<file path="src/rtl/ifetch_pkg.sv">
// Shared 6502 front-end definitions: widths, fetch FSM states, instruction lengths.
package ifetch_pkg;

  localparam int unsigned ADDR_W = 16;
  localparam int unsigned DATA_W = 8;
  localparam int unsigned LEN_W  = 2;

  localparam logic [ADDR_W-1:0] RESET_PC_DEFAULT = 16'h0200;

  localparam logic [LEN_W-1:0] LEN1 = 2'd1;
  localparam logic [LEN_W-1:0] LEN2 = 2'd2;
  localparam logic [LEN_W-1:0] LEN3 = 2'd3;

  typedef enum logic [2:0] {
    IDLE,
    FETCH_OP,
    FETCH_LO,
    FETCH_HI,
    HOLD
  } ifetch_state_t;

endpackage

</file>
<file path="src/rtl/ifetch_ins_length.sv">
// Opcode to instruction length (1..3 bytes); shared by fetch and execute.
module ifetch_ins_length
  import ifetch_pkg::*;
(
  input  logic [DATA_W-1:0] opcode,
  output logic [LEN_W-1:0]  len_c
);

  logic one_c;
  logic three_c;

  // Single-byte rules take precedence over three-byte rules; everything else is two bytes.
  always_comb begin
    len_c   = LEN2;
    one_c   = (opcode == 8'h00) || (opcode == 8'h40) || (opcode == 8'h60)
           || (!opcode[7] && (opcode[4:0] == 5'b00010))
           || ((opcode[3:2] == 2'b10) && !opcode[0]);
    three_c = (opcode == 8'h20)
           || (opcode[4:2] == 3'b011)
           || ((opcode[4:2] == 3'b110) && opcode[0])
           || (opcode[4:2] == 3'b111);
    if (one_c) begin
      len_c = LEN1;
    end else if (three_c) begin
      len_c = LEN3;
    end
  end

endmodule

</file>
<file path="src/rtl/ifetch.sv">
// Instruction fetch sequencer: reads opcode/operand bytes at the fetch PC and
// presents a complete instruction bundle over a valid/ready handshake.
// Optional macro IFETCH_PREFETCH_EN: prefetch the next opcode byte while holding a bundle.
module ifetch
  import ifetch_pkg::*;
#(
  parameter logic [ADDR_W-1:0] RESET_PC = RESET_PC_DEFAULT
) (
  input  logic              clk,
  input  logic              rst_n,
  input  logic              pc_load,
  input  logic [ADDR_W-1:0] pc_load_addr,
  output logic [ADDR_W-1:0] mem_addr,
  output logic              mem_rd,
  input  logic [DATA_W-1:0] mem_rdata,
  input  logic              mem_ready,
  output logic              ins_valid,
  input  logic              ins_ready,
  output logic [DATA_W-1:0] ins_opcode,
  output logic [ADDR_W-1:0] ins_operand,
  output logic [LEN_W-1:0]  ins_len,
  output logic [ADDR_W-1:0] ins_pc
);

  ifetch_state_t     state, state_nxt;
  logic [ADDR_W-1:0] pc, pc_nxt;
  logic              mem_rd_nxt;
  logic              ins_valid_nxt;
  logic [DATA_W-1:0] opcode_nxt;
  logic [ADDR_W-1:0] operand_nxt;
  logic [LEN_W-1:0]  len_nxt;
  logic [ADDR_W-1:0] ins_pc_nxt;
  logic              xfer_c;
  logic              accept_c;
  logic [DATA_W-1:0] op_sel_c;
  logic [LEN_W-1:0]  op_len_c;

`ifdef IFETCH_PREFETCH_EN
  logic              pf_valid, pf_valid_nxt;
  logic [DATA_W-1:0] pf_byte, pf_byte_nxt;
`endif

  assign mem_addr = pc;
  assign xfer_c   = mem_rd && mem_ready;
  assign accept_c = ins_valid && ins_ready;

  // A held prefetch byte, when present, is the next opcode; otherwise the bus byte is.
`ifdef IFETCH_PREFETCH_EN
  assign op_sel_c = pf_valid ? pf_byte : mem_rdata;
`else
  assign op_sel_c = mem_rdata;
`endif

  ifetch_ins_length u_ins_length (
    .opcode (op_sel_c),
    .len_c  (op_len_c)
  );

  // Next-state, next-PC and bundle capture; pc_load overrides everything.
  always_comb begin
    state_nxt   = state;
    pc_nxt      = pc;
    opcode_nxt  = ins_opcode;
    operand_nxt = ins_operand;
    len_nxt     = ins_len;
    ins_pc_nxt  = ins_pc;
`ifdef IFETCH_PREFETCH_EN
    pf_valid_nxt = pf_valid;
    pf_byte_nxt  = pf_byte;
`endif
    case (state)
      IDLE: state_nxt = FETCH_OP;
      FETCH_OP: begin
        if (xfer_c) begin
          opcode_nxt  = mem_rdata;
          ins_pc_nxt  = pc;
          operand_nxt = '0;
          len_nxt     = op_len_c;
          pc_nxt      = ADDR_W'(pc + 16'd1);
          state_nxt   = (op_len_c == LEN1) ? HOLD : FETCH_LO;
        end
      end
      FETCH_LO: begin
        if (xfer_c) begin
          operand_nxt[DATA_W-1:0] = mem_rdata;
          pc_nxt                  = ADDR_W'(pc + 16'd1);
          state_nxt               = (ins_len == LEN2) ? HOLD : FETCH_HI;
        end
      end
      FETCH_HI: begin
        if (xfer_c) begin
          operand_nxt[ADDR_W-1:DATA_W] = mem_rdata;
          pc_nxt                       = ADDR_W'(pc + 16'd1);
          state_nxt                    = HOLD;
        end
      end
      HOLD: begin
`ifdef IFETCH_PREFETCH_EN
        if (accept_c && (pf_valid || xfer_c)) begin
          opcode_nxt   = op_sel_c;
          ins_pc_nxt   = pf_valid ? ADDR_W'(pc - 16'd1) : pc;
          operand_nxt  = '0;
          len_nxt      = op_len_c;
          pf_valid_nxt = 1'b0;
          if (xfer_c) begin
            pc_nxt = ADDR_W'(pc + 16'd1);
          end
          state_nxt = (op_len_c == LEN1) ? HOLD : FETCH_LO;
        end else if (accept_c) begin
          state_nxt = FETCH_OP;
        end else if (xfer_c) begin
          pf_valid_nxt = 1'b1;
          pf_byte_nxt  = mem_rdata;
          pc_nxt       = ADDR_W'(pc + 16'd1);
        end
`else
        if (accept_c) begin
          state_nxt = FETCH_OP;
        end
`endif
      end
      default: state_nxt = IDLE;
    endcase

    if (pc_load) begin
      state_nxt   = FETCH_OP;
      pc_nxt      = pc_load_addr;
      opcode_nxt  = ins_opcode;
      operand_nxt = ins_operand;
      len_nxt     = ins_len;
      ins_pc_nxt  = ins_pc;
`ifdef IFETCH_PREFETCH_EN
      pf_valid_nxt = 1'b0;
      pf_byte_nxt  = pf_byte;
`endif
    end

    ins_valid_nxt = (state_nxt == HOLD);
    mem_rd_nxt    = (state_nxt == FETCH_OP) || (state_nxt == FETCH_LO) || (state_nxt == FETCH_HI);
`ifdef IFETCH_PREFETCH_EN
    mem_rd_nxt    = mem_rd_nxt || ((state_nxt == HOLD) && !pf_valid_nxt);
`endif
  end

  // State, PC and registered bundle/bus outputs.
  always_ff @(posedge clk or negedge rst_n) begin
    if (!rst_n) begin
      state       <= IDLE;
      pc          <= RESET_PC;
      mem_rd      <= 1'b0;
      ins_valid   <= 1'b0;
      ins_opcode  <= '0;
      ins_operand <= '0;
      ins_len     <= LEN1;
      ins_pc      <= '0;
`ifdef IFETCH_PREFETCH_EN
      pf_valid    <= 1'b0;
      pf_byte     <= '0;
`endif
    end else begin
      state       <= state_nxt;
      pc          <= pc_nxt;
      mem_rd      <= mem_rd_nxt;
      ins_valid   <= ins_valid_nxt;
      ins_opcode  <= opcode_nxt;
      ins_operand <= operand_nxt;
      ins_len     <= len_nxt;
      ins_pc      <= ins_pc_nxt;
`ifdef IFETCH_PREFETCH_EN
      pf_valid    <= pf_valid_nxt;
      pf_byte     <= pf_byte_nxt;
`endif
    end
  end

endmodule
</file>
<file path="config.mk">
export PLATFORM = sky130hd
export DESIGN_NAME = ifetch
export DESIGN_NICKNAME = d
export VERILOG_FILES = /design/src/rtl/ifetch_pkg.sv /design/src/rtl/ifetch_ins_length.sv /design/src/rtl/ifetch.sv
export SDC_FILE = /design/constraint.sdc
export NUM_CORES = 1
export LEC_CHECK = 0
export CORE_ASPECT_RATIO = 0.9
export CORE_MARGIN = 3
export CORE_UTILIZATION = 51
export DETAILED_ROUTE_END_ITERATION = 8
export PLACE_DENSITY = 0.91
export SETUP_SLACK_MARGIN = 0.1
export SYNTH_ARGS = -nofsm -noshare
export SYNTH_HDL_FRONTEND = slang
export SYNTH_HIERARCHICAL = 1
export SYNTH_SLANG_ARGS = --single-unit
</file>
<file path="constraint.sdc">
create_clock -name clk -period 2.8 [get_ports clk]
set_input_delay 0.84 -clock clk [delete_from_list [all_inputs] [get_ports clk]]
set_output_delay 0.84 -clock clk [all_outputs]
set_load 0.02 [all_outputs]
</file>
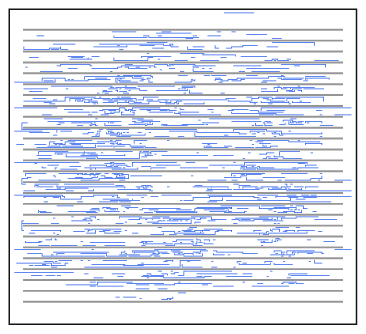
Run 1: the metal 1 layer
Drawn at 4 px/um. Supply wires on this layer in grey.
336 nets have wire on it. The longest straight run is 23.9 um. The wires run mostly horizontal.
total number of vias: 2572
met1 GRT Util: 0.303
routed wire length: 7810 um

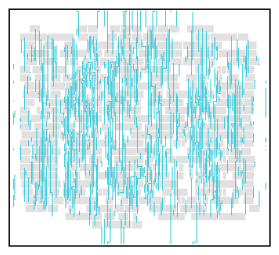
Run 1: met2 routing
Drawn at 3 px/um. Cells faint in the background.
The longest straight run is 45.2 um. The layer holds 48% of the routed length. 368 nets have wire on it. The layer carries 3770 um of wire. The wires run mostly vertical.
global routing met2 resource utilization: 0.412

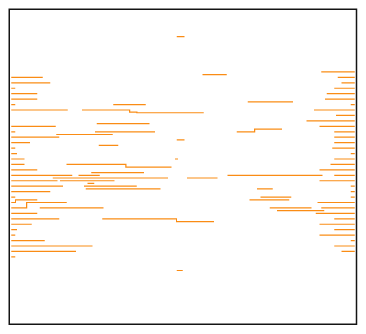
Run 1: the metal 3 layer
Drawn at 4 px/um.
The longest straight run is 28.5 um. The layer carries 766 um of wire.

run 1: power by group through the flow:
stage | Sequential [mW] | Combinational (mW) | Clock, mW
after floorplan | 1.48 | 0.317 | 0
after global placement | 1.28 | 1.05 | 0
after detailed placement | 1.29 | 1.09 | 0
after CTS | 1.28 | 1.09 | 0.709
after global routing | 1.31 | 1.15 | 0.747
final | 1.28 | 1.08 | 0.694
run 1: synth_stat cells, types with 2 or more instances:
cell / count
sky130_fd_sc_hd__dfrtp_1: 61
sky130_fd_sc_hd__nand2_1: 57
sky130_fd_sc_hd__mux2_2: 26
sky130_fd_sc_hd__nand3_1: 20
sky130_fd_sc_hd__o21ai_0: 16
sky130_fd_sc_hd__clkbuf_1: 8
sky130_fd_sc_hd__nor2_1: 8
sky130_fd_sc_hd__xnor2_1: 8
sky130_fd_sc_hd__nand4_1: 7
sky130_fd_sc_hd__o211ai_1: 6
sky130_fd_sc_hd__or4_1: 6
sky130_fd_sc_hd__nor3_1: 5
sky130_fd_sc_hd__a21oi_1: 4
sky130_fd_sc_hd__nor3b_1: 4
sky130_fd_sc_hd__nor4_1: 4
sky130_fd_sc_hd__buf_2: 3
sky130_fd_sc_hd__inv_1: 3
sky130_fd_sc_hd__o311ai_0: 3
sky130_fd_sc_hd__or3_1: 3
sky130_fd_sc_hd__buf_4: 2
sky130_fd_sc_hd__buf_8: 2
sky130_fd_sc_hd__dfstp_2: 2
sky130_fd_sc_hd__nand2b_1: 2
sky130_fd_sc_hd__nor2b_1: 2
sky130_fd_sc_hd__o21bai_1: 2
sky130_fd_sc_hd__o221ai_1: 2
sky130_fd_sc_hd__or4b_1: 2
run 1: worst min-delay path: cells and delay by family, from the launching register on:
kind	cells	cell delay, ps
flops	1	340
simple gates	2	100
==> impl_results.rst, run 1 <==
Synthesis and place-and-route
=============================

.. list-table::
   :header-rows: 1

   * - Metric
     - Value
   * - Run status
     - finished clean
   * - Cell group occupying the most layout area
     - registers
   * - Timing endpoint of the critical path
     - ins_pc[15]
   * - Register-to-Register Path Depth
     - 4
   * - Global-route wire length before repair
     - 13100 um
   * - Multi-input combinational cell count
     - 202
   * - Mux cell area share after synthesis
     - 0.102
   * - Sequential share of cell area
     - 0.380
   * - Endpoints failing hold
     - 0
   * - Most utilized layer in the global route result
     - met2
   * - Number of cells on the critical path
     - 6
   * - WL met1
     - 3180 um
   * - Top sig layer
     - met4
   * - Total core area
     - 5440 um2
   * - Area leader share
     - 0.514
   * - Port buffer count
     - 88
   * - FF+latch area
     - 1580 um2
   * - Hold Buf Count CTS
     - 0
   * - Depth of the CTS H-tree
     - 3
   * - Top delay family on crit path
     - simple AND/OR/NAND/NOR gates
   * - Area fraction in xor and xnor cells
     - 0.0236
   * - Maximum VDD drop
     - 594 uV
   * - Flop count
     - 63
   * - Clock period minus final worst setup slack
     - 2470 ps
   * - Area growth syn-to-layout
     - 40.0%
   * - Crit-path slowest cell
     - sky130_fd_sc_hd__or4b_1
   * - Largest fanout on the critical path
     - 17
   * - Biggest area cells
     - sky130_fd_sc_hd__dfrtp_1 51%, sky130_fd_sc_hd__mux2_2 9.9%, sky130_fd_sc_hd__nand2_1 7.2%, sky130_fd_sc_hd__nand3_1 3.4%, sky130_fd_sc_hd__o21ai_0 2.7%
   * - Dominant comb cell
     - simple AND/OR/NAND/NOR gates
   * - Int Pwr
     - 2.04 mW
   * - Final Setup Violations
     - 0
   * - DRC Markers
     - 0
   * - Clock Buffer Count
     - 15
   * - Switching power
     - 1.02 mW
--- run 2 (diff from run 1) ---
--- a/config.mk
+++ b/config.mk
@@ -8,7 +8,9 @@
 export CORE_ASPECT_RATIO = 0.9
 export CORE_MARGIN = 3
 export CORE_UTILIZATION = 51
+export CTS_BUF_LIST = sky130_fd_sc_hd__clkbuf_8 sky130_fd_sc_hd__clkbuf_16
 export DETAILED_ROUTE_END_ITERATION = 8
+export MAX_ROUTING_LAYER = met4
 export PLACE_DENSITY = 0.91
 export SETUP_SLACK_MARGIN = 0.1
 export SYNTH_ARGS = -nofsm -noshare
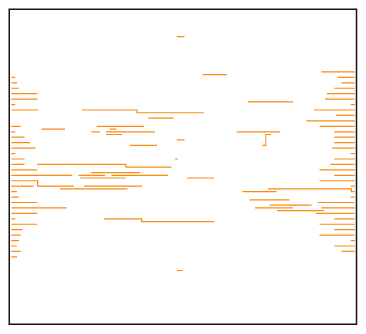
Run 2: the metal 3 layer
Drawn at 4 px/um.
The longest straight run is 22.1 um. 86 nets have wire on it. The layer carries 649 um of wire.

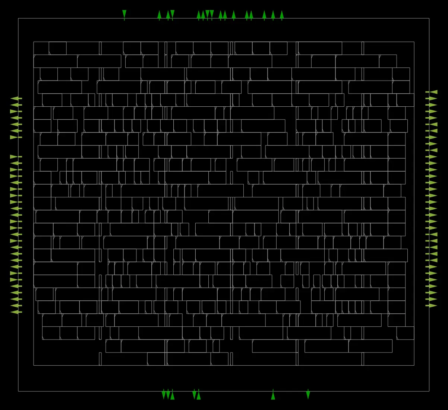
Run 2: cell outlines without signal wires
Std-Cell Rows: 25
# Taps: 67
flop count: 63

==> run 2 against run 1 <==
Effect of this change: core utilization stayed put; global-route usage rose by 0.62 points; flip-flop count unchanged; synthesized cell count stayed put; setup slack barely moved; via count up 0.12%; clock power is 2% lower; sequential share of layout area is the same; cell count unchanged; combinational power barely moved; sequential power barely moved; critical path type unchanged; largest power group unchanged.
==> impl_results.rst, run 2 <==
Synthesis and place-and-route
=============================

.. list-table::
   :header-rows: 1

   * - Metric
     - Value
   * - Clock period minus final worst setup slack
     - 2470 ps (+0.401 ps)
   * - Largest fanout on the critical path
     - 17 (unchanged)
   * - Maximum VDD drop
     - 591 uV (-0.52%)
   * - Area leader share
     - 0.514 (unchanged)
   * - Filler Cell Count
     - 380
   * - Total number of vias
     - 2575 (+0.12%)
   * - DRC Markers
     - 0 (unchanged)
   * - Total core area
     - 5440 um2 (unchanged)
   * - Port buffer count
     - 88 (unchanged)
   * - Biggest area cells
     - sky130_fd_sc_hd__dfrtp_1 51%, sky130_fd_sc_hd__mux2_2 9.9%, sky130_fd_sc_hd__nand2_1 7.2%, sky130_fd_sc_hd__nand3_1 3.4%, sky130_fd_sc_hd__o21ai_0 2.7%
   * - Commonest non-fill, non-tap cells in the layout
     - 87 x sky130_fd_sc_hd__clkdlybuf4s50_1, 61 x sky130_fd_sc_hd__dfrtp_1, 57 x sky130_fd_sc_hd__nand2_1
   * - Post-route setup slack
     - 331 ps
   * - Switching power share of the total
     - 0.334
   * - Final Setup Violations
     - 0 (unchanged)
   * - Run status
     - finished clean
   * - Int Pwr
     - 2.02 mW (-0.72%)
   * - Crit-path slowest cell
     - sky130_fd_sc_hd__or4b_1
   * - Switching power
     - 1.02 mW (about the same)
   * - Global-route wire length before repair
     - 13100 um (-0.31%)
   * - Depth of the CTS H-tree
     - 3 (unchanged)
   * - Area growth syn-to-layout
     - 40.0% (unchanged)
   * - Hold Buf Count CTS
     - 0 (unchanged)
   * - List of most frequent post-synthesis cells
     - 61 x sky130_fd_sc_hd__dfrtp_1, 57 x sky130_fd_sc_hd__nand2_1, 26 x sky130_fd_sc_hd__mux2_2, 20 x sky130_fd_sc_hd__nand3_1, 16 x sky130_fd_sc_hd__o21ai_0
   * - Slew at the pin closest to its max-slew limit
     - 914 ps
-- run 2: cell counts after synthesis --
No cell type changed its count.
-- run 2: cell type report --
cell class                 instances  area (um2)  share of cell area
inverter                           3        11.3             0.00271
tap                               67        83.8              0.0202
sequential                        63        1580               0.380
multi-input combinational        202        1280               0.309
clock inverter                     5        20.0             0.00482
clock buffer                      11         151              0.0364
timing repair buffer             103        1030               0.247
-- run 2: worst paths after layout --
path                                      start         endpoint  slack (ps)  depth (start not counted)
min in group asynchronous                 rst_n   ins_operand[7]         490                          1
worst min-delay path            ins_operand[10]  ins_operand[10]         470                          2
max in group asynchronous                 rst_n       ins_len[0]        1640                          2
worst min register to register  ins_operand[10]  ins_operand[10]         470                          2
worst max register to register         state[2]       ins_pc[15]         750                          4
worst max-delay path                  mem_ready       ins_pc[15]         330                          6
-- run 2: layer usage --
metal	track usage	share of wire
met4	0.0950	0.012
met1	0.310	0.42
met5	-	0
met2	0.411	0.49
met3	0.0682	0.083
-- run 2: logic make-up (layout without fill, tap and decap cells) --
family,count (synthesis),count (layout),share of synthesized area
buffers and inverters,19,122,0.0354
muxes,27,27,0.102
xor gates and xnor gates,8,8,0.0236
adders and majority gates,1,1,0.00421
and+or+nand+nor,125,125,0.212
AOI/OAI and AO/OA,41,41,0.0906
DFF,63,63,0.532
-- run 2: worst max-delay path: cells and delay by family --
kind,cells,cell delay (ps)
simple gates,3,850
mux,1,340
buf+inv,2,650
-- run 2: power by group through the flow --
stage | Combinational [mW] | Clock (mW) | Sequential [mW]
detailed placement | 1.09 | 0 | 1.29
finish | 1.08 | 0.680 | 1.28
global route | 1.15 | 0.734 | 1.31
global placement | 1.05 | 0 | 1.28
floorplan | 0.317 | 0 | 1.48
CTS | 1.09 | 0.695 | 1.28
Run 2, met2 routing:
Drawn at 3 px/um. Cells faint in the background.
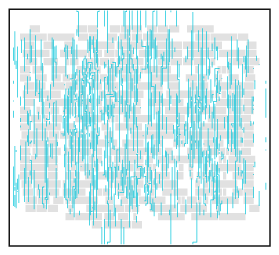

--- run 3 (diff from run 2) ---
--- a/config.mk
+++ b/config.mk
@@ -7,11 +7,11 @@
 export LEC_CHECK = 0
 export CORE_ASPECT_RATIO = 0.9
 export CORE_MARGIN = 3
-export CORE_UTILIZATION = 51
-export CTS_BUF_LIST = sky130_fd_sc_hd__clkbuf_8 sky130_fd_sc_hd__clkbuf_16
+export CORE_UTILIZATION = 42
+export CTS_BUF_LIST = sky130_fd_sc_hd__clkbuf_4 sky130_fd_sc_hd__clkbuf_8 sky130_fd_sc_hd__clkbuf_16
 export DETAILED_ROUTE_END_ITERATION = 8
 export MAX_ROUTING_LAYER = met4
-export PLACE_DENSITY = 0.91
+export PLACE_DENSITY = 0.8
 export SETUP_SLACK_MARGIN = 0.1
 export SYNTH_ARGS = -nofsm -noshare
 export SYNTH_HDL_FRONTEND = slang
==> constraint.sdc (replaced) <==
create_clock -name clk -period 2.2 [get_ports clk]
set_input_delay 0.66 -clock clk [delete_from_list [all_inputs] [get_ports clk]]
set_output_delay 0.66 -clock clk [all_outputs]
set_load 0.02 [all_outputs]
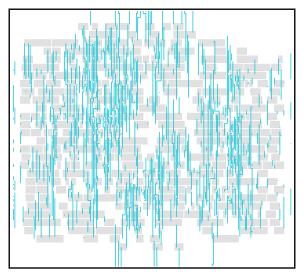
Run 3: met2 routing
Drawn at 3 px/um. Cells faint in the background.
The layer holds 45% of the routed length. The wires run mostly vertical.
total number of vias: 2614
routed wire length: 8060 um
global routing met2 resource utilization: 0.330

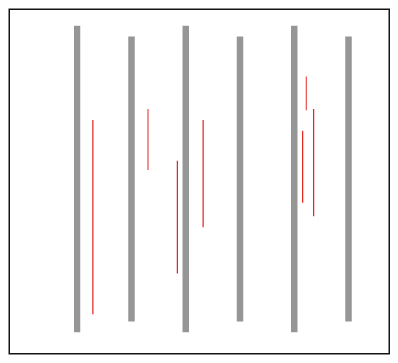
Run 3: metal 4
Drawn at 4 px/um. Supply wires on this layer in grey.
The longest straight run is 48.3 um. The layer carries 170 um of wire. 5 nets have wire on it.

==> run 3 against run 2 <==
Effect of this change: non-clock buffer count up 21; die area increased by 20%; register-to-register slack worse by 490 ps; synthesized cell count unchanged; flip-flop count stayed put; cell count grew 9.7%; critical path type unchanged; sequential power up 26%; critical path depth is 1 higher; cell area rose by 6.1%; setup slack worse by 220 ps; via count increased by 1.5%.
==> impl_results.rst, run 3 <==
Synthesis and place-and-route
=============================

.. list-table::
   :header-rows: 1

   * - Metric
     - Value
   * - Run status
     - finished clean
   * - DRC Markers
     - 0 (unchanged)
   * - Endpoint of the worst register-to-register path
     - ins_opcode[5]
   * - Mux cell area share after synthesis
     - 0.102 (unchanged)
   * - Area leader share
     - 0.514 (unchanged)
   * - Capturing element type of the critical path
     - register
   * - List of most frequent post-synthesis cells
     - 61 x sky130_fd_sc_hd__dfrtp_1, 57 x sky130_fd_sc_hd__nand2_1, 26 x sky130_fd_sc_hd__mux2_2, 20 x sky130_fd_sc_hd__nand3_1, 16 x sky130_fd_sc_hd__o21ai_0
   * - Slack of the worst reg-to-reg path
     - 260 ps (-490 ps)
   * - Share of synthesized cell area in full adder, half adder and majority cells
     - 0.00421 (unchanged)
   * - Maximum VDD drop
     - 594 uV (+0.57%)
   * - Post-DRT Antenna Nets
     - 0
   * - Timing endpoint of the critical path
     - mem_rd
   * - Std-Cell Rows
     - 28 (+12%)
   * - Clock period minus final worst setup slack
     - 2090 ps
   * - Area fraction in xor and xnor cells
     - 0.0236 (unchanged)
   * - Slew at the pin closest to its max-slew limit
     - 416 ps (-498 ps)
   * - Number of cells on the critical path
     - 7 (+1)
   * - Commonest non-fill, non-tap cells in the layout
     - 71 x sky130_fd_sc_hd__clkdlybuf4s50_1, 61 x sky130_fd_sc_hd__dfrtp_1, 57 x sky130_fd_sc_hd__nand2_1
   * - Final Setup Violations
     - 0 (unchanged)
   * - Register-to-Register Path Depth
     - 5 (+1)
   * - Area growth syn-to-layout
     - 48.5%
   * - Dominant comb cell
     - simple AND/OR/NAND/NOR gates
   * - Synth Instances
     - 284
   * - Total core area
     - 6730 um2 (+24%)
   * - Global-route wire length before repair
     - 13300 um (+1.4%)
   * - Largest fanout on the critical path
     - 2 (-15)
   * - Biggest area cells
     - sky130_fd_sc_hd__dfrtp_1 51%, sky130_fd_sc_hd__mux2_2 9.9%, sky130_fd_sc_hd__nand2_1 7.2%, sky130_fd_sc_hd__nand3_1 3.4%, sky130_fd_sc_hd__o21ai_0 2.7%
   * - Depth of the CTS H-tree
     - 3 (unchanged)
   * - Port buffer count
     - 88 (unchanged)
   * - GR Util All Layers
     - 0.217
==> run 3: cell families (layout without fill, tap and decap cells) <==
| family | after synthesis | after routing |
|---|---|---|
| AND-OR/OR-AND | 41 | 41 |
| multiplexers | 27 | 27 |
| buffers and inverters | 19 | 143 |
| AND/OR/NAND/NOR | 125 | 125 |
| adder cells (fa/ha/maj) | 1 | 1 |
| flip-flops | 63 | 63 |
| XOR/XNOR | 8 | 8 |
==> run 3: through the flow <==
| stage | TNS, ps | setup WS, ps | hold WS (ps) | area [um2] |
|---|---|---|---|---|
| after floorplan | 0 | 13.6 | 364 | 2980 |
| after global placement | -14950 | -397 | 451 | 4160 |
| after detailed placement | -16230 | -434 | 462 | 4160 |
| after CTS | 0 | 108 | 325 | 4390 |
| after global routing | 0 | 59.1 | 342 | 4410 |
| final | 0 | 114 | 318 | 4410 |
==> run 3: area by class of cell <==
class | instances | area, um2
Tap cell | 90 | 113
Timing Repair Buffer | 124 | 1210
Clock buffer | 10 | 131
Sequential cell | 63 | 1580
Inverter | 3 | 11.3
Multi-Input combinational cell | 202 | 1300
Clock inverter | 6 | 61.3
Fill cell | 568 | 2320
==> run 3: power by group <==
group | internal (mW) | switching, mW | leakage (nW)
clock | 0.531 | 0.452 | 0.0994
combinational | 0.745 | 0.685 | 1.01
sequential | 1.41 | 0.199 | 0.785
==> run 3: routing by layer <==
metal | GRT usage | part of all wire
met1 | 0.274 | 0.45
met2 | 0.330 | 0.45
met3 | 0.0684 | 0.080
met4 | 0.0773 | 0.021
met5 | - | 0
==> run 3: what timing repair did <==
action                                  in CTS  in global routing
gates cloned                                 1                  0
endpoints found under the setup margin      45                  5
buffers inserted                             1                  0
hold buffers                                 0                  0
gates resized                               15                  5
pin swaps                                    2                  0
Power is estimated from default activity; no workload was simulated.
